==> config.mk <==
export PLATFORM = sky130hd
export DESIGN_NAME = minc_loader_flat
export DESIGN_NICKNAME = d
export VERILOG_FILES = /design/src/rtl/minc_loader_if.sv /design/src/rtl/minc_loader.sv /design/src/flat_wrapper.sv
export SDC_FILE = /design/constraint.sdc
export NUM_CORES = 1
export LEC_CHECK = 0
export CORE_MARGIN = 8
export CORE_UTILIZATION = 58
export DETAILED_ROUTE_END_ITERATION = 10
export PLACE_DENSITY = 0.89
export SLEW_MARGIN = 5
export SYNTH_ARGS = -nofsm -noshare
export SYNTH_HDL_FRONTEND = slang
export SYNTH_SLANG_ARGS = --single-unit
export TNS_END_PERCENT = 5
==> constraint.sdc <==
create_clock -name CLK -period 3.1 [get_ports CLK]
set_input_delay 0.62 -clock CLK [delete_from_list [all_inputs] [get_ports CLK]]
set_output_delay 0.62 -clock CLK [all_outputs]
set_load 0.02 [all_outputs]
==> src/rtl/minc_loader_if.sv <==
// Byte-stream receive handshake and program-memory write port of the minc loader.
// The loader takes the slave side; the byte source and memory take the master side.
interface minc_loader_if;
  logic [7:0] rx_data;
  logic       rx_valid;
  logic       rx_ready;
  logic       mem_we;
  logic [7:0] mem_addr;
  logic [9:0] mem_wdata;

  modport master (
    output rx_data,
    output rx_valid,
    input  rx_ready,
    input  mem_we,
    input  mem_addr,
    input  mem_wdata
  );

  modport slave (
    input  rx_data,
    input  rx_valid,
    output rx_ready,
    output mem_we,
    output mem_addr,
    output mem_wdata
  );
endinterface

==> src/rtl/minc_loader.sv <==
// Program loader for the minc core: parses SYNC/N/(HI,LO)*N/CK frames, writes
// 10-bit words into program memory and releases the core after a good checksum.
module minc_loader #(
  parameter logic [7:0]  SYNC_BYTE = 8'hA5,
  parameter logic [15:0] TIMEOUT   = 16'd1000
) (
  input  logic         CLK,
  input  logic         nRESET,
  minc_loader_if.slave bus,
  output logic         cpu_nreset,
  output logic         busy,
  output logic         done,
  output logic         error
);

  typedef enum logic [2:0] {
    IDLE  = 3'd0,
    COUNT = 3'd1,
    HI    = 3'd2,
    LO    = 3'd3,
    WRITE = 3'd4,
    CHECK = 3'd5,
    RUN   = 3'd6
  } state_t;

  function automatic logic [7:0] sum8(input logic [7:0] a, input logic [7:0] b);
    return a + b;
  endfunction

  state_t      state_r, state_s;
  logic [7:0]  count_r, count_s;
  logic [7:0]  index_r, index_s;
  logic [7:0]  sum_r, sum_s;
  logic [1:0]  hi_r, hi_s;
  logic [15:0] idle_r, idle_s;
  logic [7:0]  addr_r, addr_s;
  logic [9:0]  wdata_r, wdata_s;
  logic        error_r, error_s;
  logic        mem_we_r;
  logic        cpu_nreset_r;
  logic        busy_r, busy_s;
  logic        done_r;
  logic        accept_s;
  logic        sync_s;
  logic [15:0] idle_inc_s;
  logic        timeout_s;

  assign bus.rx_ready  = (state_r != WRITE);
  assign bus.mem_we    = mem_we_r;
  assign bus.mem_addr  = addr_r;
  assign bus.mem_wdata = wdata_r;
  assign cpu_nreset    = cpu_nreset_r;
  assign busy          = busy_r;
  assign done          = done_r;
  assign error         = error_r;

  assign accept_s   = bus.rx_valid & bus.rx_ready;
  assign sync_s     = accept_s & (bus.rx_data == SYNC_BYTE);
  assign idle_inc_s = idle_r + 16'd1;
  // A zero TIMEOUT disables the abort; the idle counter then just free-runs.
  assign timeout_s  = (TIMEOUT != 16'd0) && (idle_inc_s == TIMEOUT);

  // Next-state and datapath decode for the frame parser.
  always_comb begin
    state_s = state_r;
    count_s = count_r;
    index_s = index_r;
    sum_s   = sum_r;
    hi_s    = hi_r;
    idle_s  = idle_r;
    addr_s  = addr_r;
    wdata_s = wdata_r;
    error_s = error_r;
    case (state_r)
      IDLE: begin
        if (sync_s) begin
          state_s = COUNT;
          error_s = 1'b0;
          sum_s   = 8'd0;
          idle_s  = 16'd0;
        end else begin
          state_s = IDLE;
        end
      end
      COUNT: begin
        if (accept_s) begin
          count_s = bus.rx_data;
          sum_s   = bus.rx_data;
          index_s = 8'd0;
          idle_s  = 16'd0;
          state_s = HI;
        end else if (timeout_s) begin
          state_s = IDLE;
          error_s = 1'b1;
          idle_s  = 16'd0;
        end else begin
          idle_s = idle_inc_s;
        end
      end
      HI: begin
        if (accept_s) begin
          hi_s    = bus.rx_data[1:0];
          sum_s   = sum8(sum_r, bus.rx_data);
          idle_s  = 16'd0;
          state_s = LO;
        end else if (timeout_s) begin
          state_s = IDLE;
          error_s = 1'b1;
          idle_s  = 16'd0;
        end else begin
          idle_s = idle_inc_s;
        end
      end
      LO: begin
        if (accept_s) begin
          wdata_s = {hi_r, bus.rx_data};
          addr_s  = index_r;
          sum_s   = sum8(sum_r, bus.rx_data);
          idle_s  = 16'd0;
          state_s = WRITE;
        end else if (timeout_s) begin
          state_s = IDLE;
          error_s = 1'b1;
          idle_s  = 16'd0;
        end else begin
          idle_s = idle_inc_s;
        end
      end
      WRITE: begin
        // 8-bit compare so that N=0 (256 words) finishes at index 255.
        if (index_r == (count_r - 8'd1)) begin
          state_s = CHECK;
        end else begin
          index_s = index_r + 8'd1;
          state_s = HI;
        end
      end
      CHECK: begin
        if (accept_s) begin
          idle_s = 16'd0;
          if (sum8(sum_r, bus.rx_data) == 8'd0) begin
            state_s = RUN;
          end else begin
            state_s = IDLE;
            error_s = 1'b1;
          end
        end else if (timeout_s) begin
          state_s = IDLE;
          error_s = 1'b1;
          idle_s  = 16'd0;
        end else begin
          idle_s = idle_inc_s;
        end
      end
      RUN: begin
        if (sync_s) begin
          state_s = COUNT;
          error_s = 1'b0;
          sum_s   = 8'd0;
          idle_s  = 16'd0;
        end else begin
          state_s = RUN;
        end
      end
      default: begin
        state_s = IDLE;
      end
    endcase
  end

  // Frame-in-progress decode of the upcoming state.
  always_comb begin
    busy_s = 1'b0;
    case (state_s)
      COUNT, HI, LO, WRITE, CHECK: busy_s = 1'b1;
      default:                     busy_s = 1'b0;
    endcase
  end

  // Parser state and datapath registers.
  always_ff @(posedge CLK or negedge nRESET) begin
    if (!nRESET) begin
      state_r <= IDLE;
      count_r <= 8'd0;
      index_r <= 8'd0;
      sum_r   <= 8'd0;
      hi_r    <= 2'd0;
      idle_r  <= 16'd0;
      addr_r  <= 8'd0;
      wdata_r <= 10'd0;
      error_r <= 1'b0;
    end else begin
      state_r <= state_s;
      count_r <= count_s;
      index_r <= index_s;
      sum_r   <= sum_s;
      hi_r    <= hi_s;
      idle_r  <= idle_s;
      addr_r  <= addr_s;
      wdata_r <= wdata_s;
      error_r <= error_s;
    end
  end

  // Registered control outputs, aligned with the state they describe.
  always_ff @(posedge CLK or negedge nRESET) begin
    if (!nRESET) begin
      mem_we_r     <= 1'b0;
      cpu_nreset_r <= 1'b0;
      busy_r       <= 1'b0;
      done_r       <= 1'b0;
    end else begin
      mem_we_r     <= (state_s == WRITE);
      cpu_nreset_r <= (state_s == RUN);
      busy_r       <= busy_s;
      done_r       <= (state_s == RUN);
    end
  end

endmodule

==> src/flat_wrapper.sv <==
// flat-port wrapper written by rule: the top's interface ports become plain ports
module minc_loader_flat 
#(
  parameter logic [7:0]  SYNC_BYTE = 8'hA5,
  parameter logic [15:0] TIMEOUT   = 16'd1000
)
  (CLK, nRESET, cpu_nreset, busy, done, error, bus_rx_data, bus_rx_valid, bus_rx_ready, bus_mem_we, bus_mem_addr, bus_mem_wdata);
  minc_loader_if bus_i ();
  input  logic CLK;
  input  logic nRESET;
  output logic cpu_nreset;
  output logic busy;
  output logic done;
  output logic error;
  input wire logic [$bits(bus_i.rx_data)-1:0] bus_rx_data;
  input wire logic [$bits(bus_i.rx_valid)-1:0] bus_rx_valid;
  output wire logic [$bits(bus_i.rx_ready)-1:0] bus_rx_ready;
  output wire logic [$bits(bus_i.mem_we)-1:0] bus_mem_we;
  output wire logic [$bits(bus_i.mem_addr)-1:0] bus_mem_addr;
  output wire logic [$bits(bus_i.mem_wdata)-1:0] bus_mem_wdata;
  assign bus_i.rx_data = bus_rx_data;
  assign bus_i.rx_valid = bus_rx_valid;
  assign bus_rx_ready = bus_i.rx_ready;
  assign bus_mem_we = bus_i.mem_we;
  assign bus_mem_addr = bus_i.mem_addr;
  assign bus_mem_wdata = bus_i.mem_wdata;
  minc_loader #(.SYNC_BYTE(SYNC_BYTE), .TIMEOUT(TIMEOUT)) u_core (.CLK(CLK), .nRESET(nRESET), .bus(bus_i), .cpu_nreset(cpu_nreset), .busy(busy), .done(done), .error(error));
endmodule
run_1/drive_strength.png
Scale bar: 20 µm.
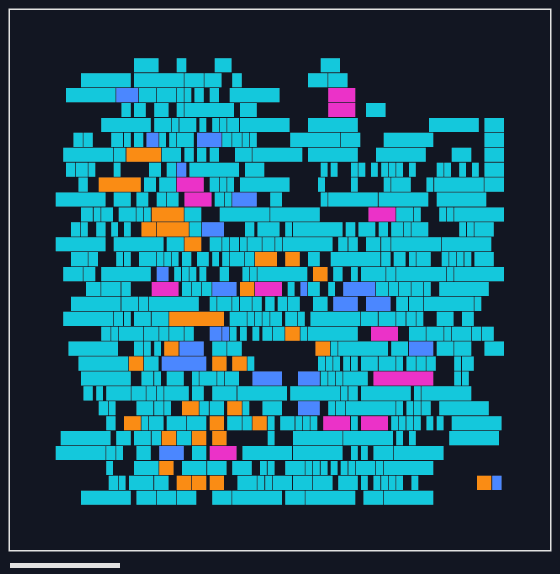
legend:
  drive 3 to 4:
    colour: orange
    cells: 30
    most_used: buf_4
  drive 2:
    colour: blue
    cells: 22
  drive 6 and up:
    colour: magenta
    cells: 12
    most_used: clkbuf_8
  drive 1 or less:
    colour: cyan
    cells: 440
    most_used: nand2_1
count of plain and timing-repair buffers in the layout: 55
Final Cell Area: 4690 µm²
Layout Area Growth over Synthesis: 18.8%
crit path setup slack, layout: 0.129 ns

run_1/registers.png
Scale bar: 20 µm. Other sequential cells in the stronger grey, the rest of the logic in the fainter grey.
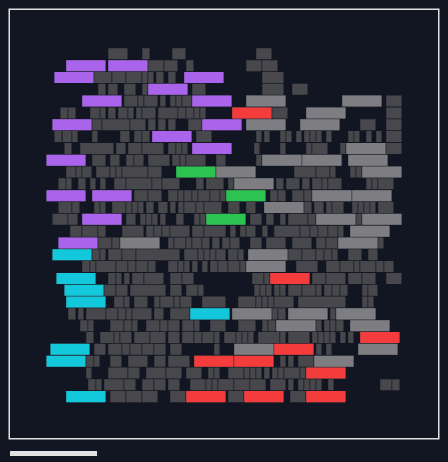
legend:
  u_core.bus.mem_wdata:
    colour: red
    flops: 10
  u_core.idle_r:
    colour: purple
    flops: 16
  u_core.sum_r:
    colour: cyan
    flops: 8
  u_core.state_r:
    colour: green
    flops: 3
not coloured: 30

run_1/final_clocks.png
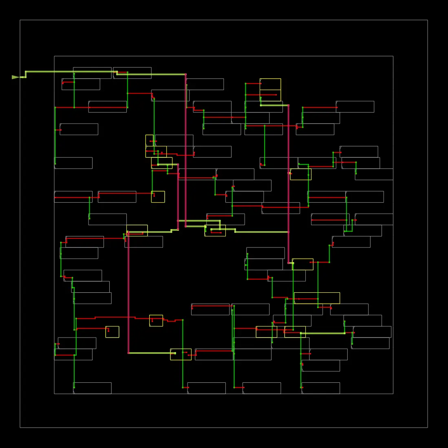
Clock group: 0.776 mW
worst-case clock skew: 0.00965 ns
Num Clock Sinks: 67
flip-flops: 67

run_1/port_nets.png
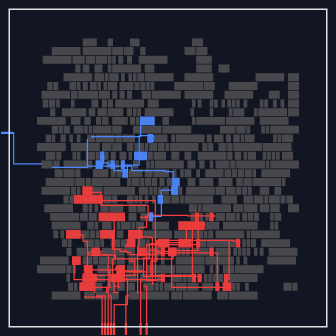
legend:
  bus_rx_data:
    colour: red
    direction: input
    edge: bottom
    end_cells: 38
    buffers: 15
    wire: 747 µm
  bus_rx_valid:
    colour: blue
    direction: input
    edge: left
    end_cells: 13
    buffers: 2
    wire: 147 µm
I/O Buffers: 34
top-level I/O count: 35

==> run 1: routing by layer <==
layer  track usage (%)  vias to the layer above
li1                  -                     1684
met1              26.6                     1680
met2              35.4                      149
met3              3.81                       21
met4              8.97                        0
met5                 0                        -
==> run 1: cell type report <==
| type | count | area share, % |
|---|---|---|
| multi-input cells | 351 | 45.8 |
| inverters | 15 | 1.20 |
| clock inverters | 5 | 1.31 |
| clock buffers | 11 | 3.23 |
| repair buffers | 55 | 10.5 |
| well taps | 80 | 2.14 |
| flip-flops and latches | 67 | 35.8 |
==> run 1: where the power goes <==
group	switching (mW)	total (mW)	internal (mW)
registers	0.337	1.50	1.16
logic	1.20	2.10	0.902
clock network	0.358	0.776	0.418
==> results.sh, run 1 <==
# physical design summary
export IMPL_outcome="finished clean"
export IMPL_post_cts_hold_buffer_count=0
export IMPL_postSynthNetCount=475
export IMPL_drtAntennaViolNets=0
export IMPL_timing_hold_worst_class="primary input to asynchronous set/reset pin"
export IMPL_antenna_cells_inserted=0
export IMPL_via_count=3534
export IMPL_post_cts_setup_buffers=0
export IMPL_muxShareOfSynthArea_pct=1.87
export IMPL_route_final_wire_length_mm=9.96
export IMPL_synthDominantCellAreaShare_pct=42.5
export IMPL_ys_top_cells_by_count="sky130_fd_sc_hd__nand2_1 (112), sky130_fd_sc_hd__dfrtp_1 (67), sky130_fd_sc_hd__nor2_1 (31), sky130_fd_sc_hd__o21ai_0 (26), sky130_fd_sc_hd__a21oi_1 (21)"
export IMPL_layout_area_seq_um2=1680
export IMPL_r2r_start="u_core.sum_r[0]"
export IMPL_timing_max_slew_rel_slack_pct=43.3
export IMPL_ir_drop_v=0.000504
export IMPL_final_layout_top_logic_cell="sky130_fd_sc_hd__nand2_1"
export IMPL_fillers=495
export IMPL_number_of_antenna_violations_at_the_first_check_in_global_routing=0
export IMPL_flip_flop_count_of_the_largest_register_all_copies_and_words_added=16
export IMPL_detailedRoute_firstIterationViolations=280
export IMPL_synth_cellmix_simpleShare_pct=26.3
export IMPL_timing_critical_path_required_ns=3.37
export IMPL_layout_area_comb_um2=2150
export IMPL_setup_viol=0
export IMPL_fp_dieW_um=98.5
export IMPL_placeableCoreArea_um2=6680
export IMPL_synthAdderAreaFrac_pct=3.68
export IMPL_worstReg2RegEnd="u_core.busy"
export IMPL_path_delay_family="simple AND/OR/NAND/NOR gates"
export IMPL_nets=521
export IMPL_ys_area_um2=3950
export IMPL_static_leakage_power_nw=2.12
export IMPL_maximum_number_of_pins_on_one_net_before_global_route_repair=68
export IMPL_cts_repair_resize_count=0
export IMPL_pre_cts_slack_ns=-0.315
export IMPL_xor_area_share_pct=5.10
export IMPL_compound_area_share_pct=16.5
export IMPL_slew_viol_final=0
export IMPL_dr_wl_met2_mm=4.89
export IMPL_dr_max_layer_used="met4"
export IMPL_top_area_cell="sky130_fd_sc_hd__dfrtp_1"
export IMPL_cell_area_after_technology_mapping_um2=3950
export IMPL_synth_main_ff_cell="sky130_fd_sc_hd__dfrtp_1"
export IMPL_reg2reg_slack_ns=0.50
export IMPL_route_detailed_wl_per_inst_um=17.0
run_1/metal_stack.png
Scale bar: 20 µm.
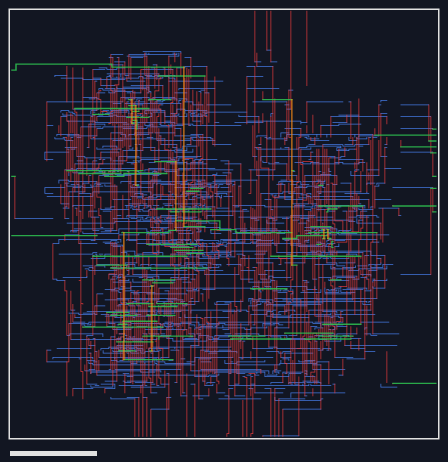

==> inputs of run 2 (changes only) <==
--- a/config.mk
+++ b/config.mk
@@ -9,5 +9,6 @@
 export CORE_UTILIZATION = 58
 export DETAILED_ROUTE_END_ITERATION = 10
-export PLACE_DENSITY = 0.89
+export PLACE_DENSITY = 0.8
+export SKIP_LAST_GASP = 1
 export SLEW_MARGIN = 5
 export SYNTH_ARGS = -nofsm -noshare
==> constraint.sdc (replaced) <==
create_clock -name CLK -period 3.1 [get_ports CLK]
set_input_delay 0.62 -clock CLK [delete_from_list [all_inputs] [get_ports CLK]]
set_output_delay 0.62 -clock CLK [all_outputs]
set_load 0.1 [all_outputs]
run_2/metal_stack.png
Scale bar: 20 µm.
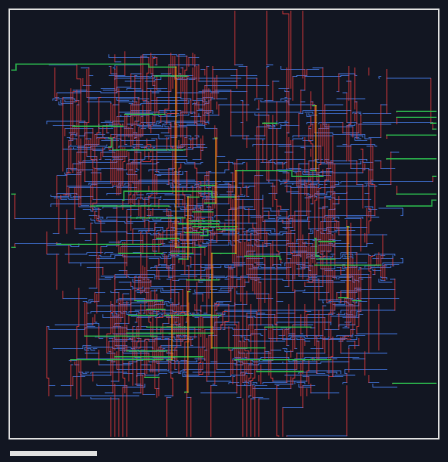
legend:
  met1:
    colour: blue
    wire_length: 4220 µm
  met2:
    colour: red
    wire_length: 4580 µm
  met4:
    colour: orange
    wire_length: 176 µm
  met3:
    colour: green
    wire_length: 601 µm
total detailed-routing wirelength: 9.59 mm
number of vias in the routed layout: 3503
wire per inst: 16.4 µm
all-layer global routing usage: 20.7%

==> run 2 against run 1 <==
Effect of this change:
- register-to-register slack better by 0.05 ns
- largest cell class unchanged
- routed wire length is 3.7% lower
- synthesized cell count is the same
- synthesized area is the same
- global-route usage decreased by 0.56 points
- non-clock buffer count increased by 1
- first-iteration DRC count is 10% lower
- critical path type unchanged
- total power rose by 14%
- fmax rose by 1.5%
- cell area down 1.8%
- clock power is 2.8% lower
==> results.sh, run 2 <==
# physical design summary
export IMPL_gr_usage_met3_pct=5.50
export IMPL_final_layout_top_logic_cell="sky130_fd_sc_hd__nand2_1"
export IMPL_top_area_cell="sky130_fd_sc_hd__dfrtp_1"
export IMPL_sequentialPowerShare_pct=29.7
export IMPL_intPower_mw=2.40
export IMPL_net_switching_power_mw=2.60
export IMPL_number_of_antenna_violations_at_the_first_check_in_global_routing=0
export IMPL_outcome="finished clean"
export IMPL_num_clock_sinks=67
export IMPL_r2r_start="u_core.sum_r[0]"
export IMPL_nonClockInverterCount=15
export IMPL_layout_sequential_cells=67
export IMPL_muxShareOfSynthArea_pct=1.87
export IMPL_layout_area_seq_um2=1680
export IMPL_maximum_number_of_pins_on_one_net_before_global_route_repair=68
export IMPL_synthAdderAreaFrac_pct=3.68
export IMPL_antenna_cells_inserted=0
export IMPL_nets=522
export IMPL_synth_cellmix_simpleShare_pct=26.3
export IMPL_area_growth_pct=16.6
export IMPL_power_share_switching_pct=52.0
export IMPL_synth_main_ff_cell="sky130_fd_sc_hd__dfrtp_1"
export IMPL_fillers=537
export IMPL_reg2reg_slack_ns=0.55
export IMPL_ir_drop_v=0.000608
export IMPL_post_cts_setup_buffers=0
export IMPL_met1_usage_in_global_routing_pct=27.1
run_2/final_clocks.png
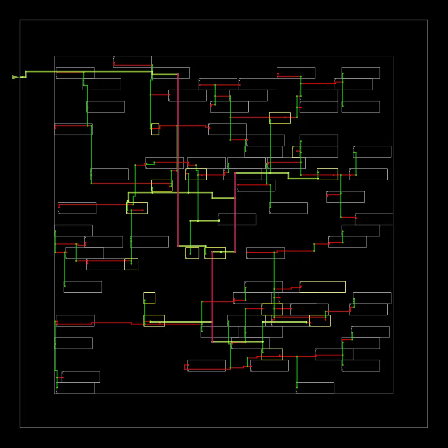
Clock group: 0.754 mW
Clock buffer cells: 10
cts bufs inserted: 9

run 2: cell types whose count changed in the layout (fill, tap and decap cells not counted):
| cell | previous run | this run |
|---|---|---|
| sky130_fd_sc_hd__clkinv_2 | 1 | 2 |
| sky130_fd_sc_hd__clkdlybuf4s50_1 | 33 | 9 |
| sky130_fd_sc_hd__buf_4 | 21 | 46 |
| sky130_fd_sc_hd__nand4bb_4 | 1 | 0 |
| sky130_fd_sc_hd__nand4bb_1 | 0 | 1 |
| sky130_fd_sc_hd__clkinv_4 | 3 | 2 |
| sky130_fd_sc_hd__and3_4 | 1 | 0 |
| sky130_fd_sc_hd__clkinvlp_4 | 0 | 1 |
| sky130_fd_sc_hd__clkbuf_8 | 11 | 10 |
| sky130_fd_sc_hd__and3_1 | 6 | 7 |
Power figures rest on the tool's default switching activity, not on a simulated workload.
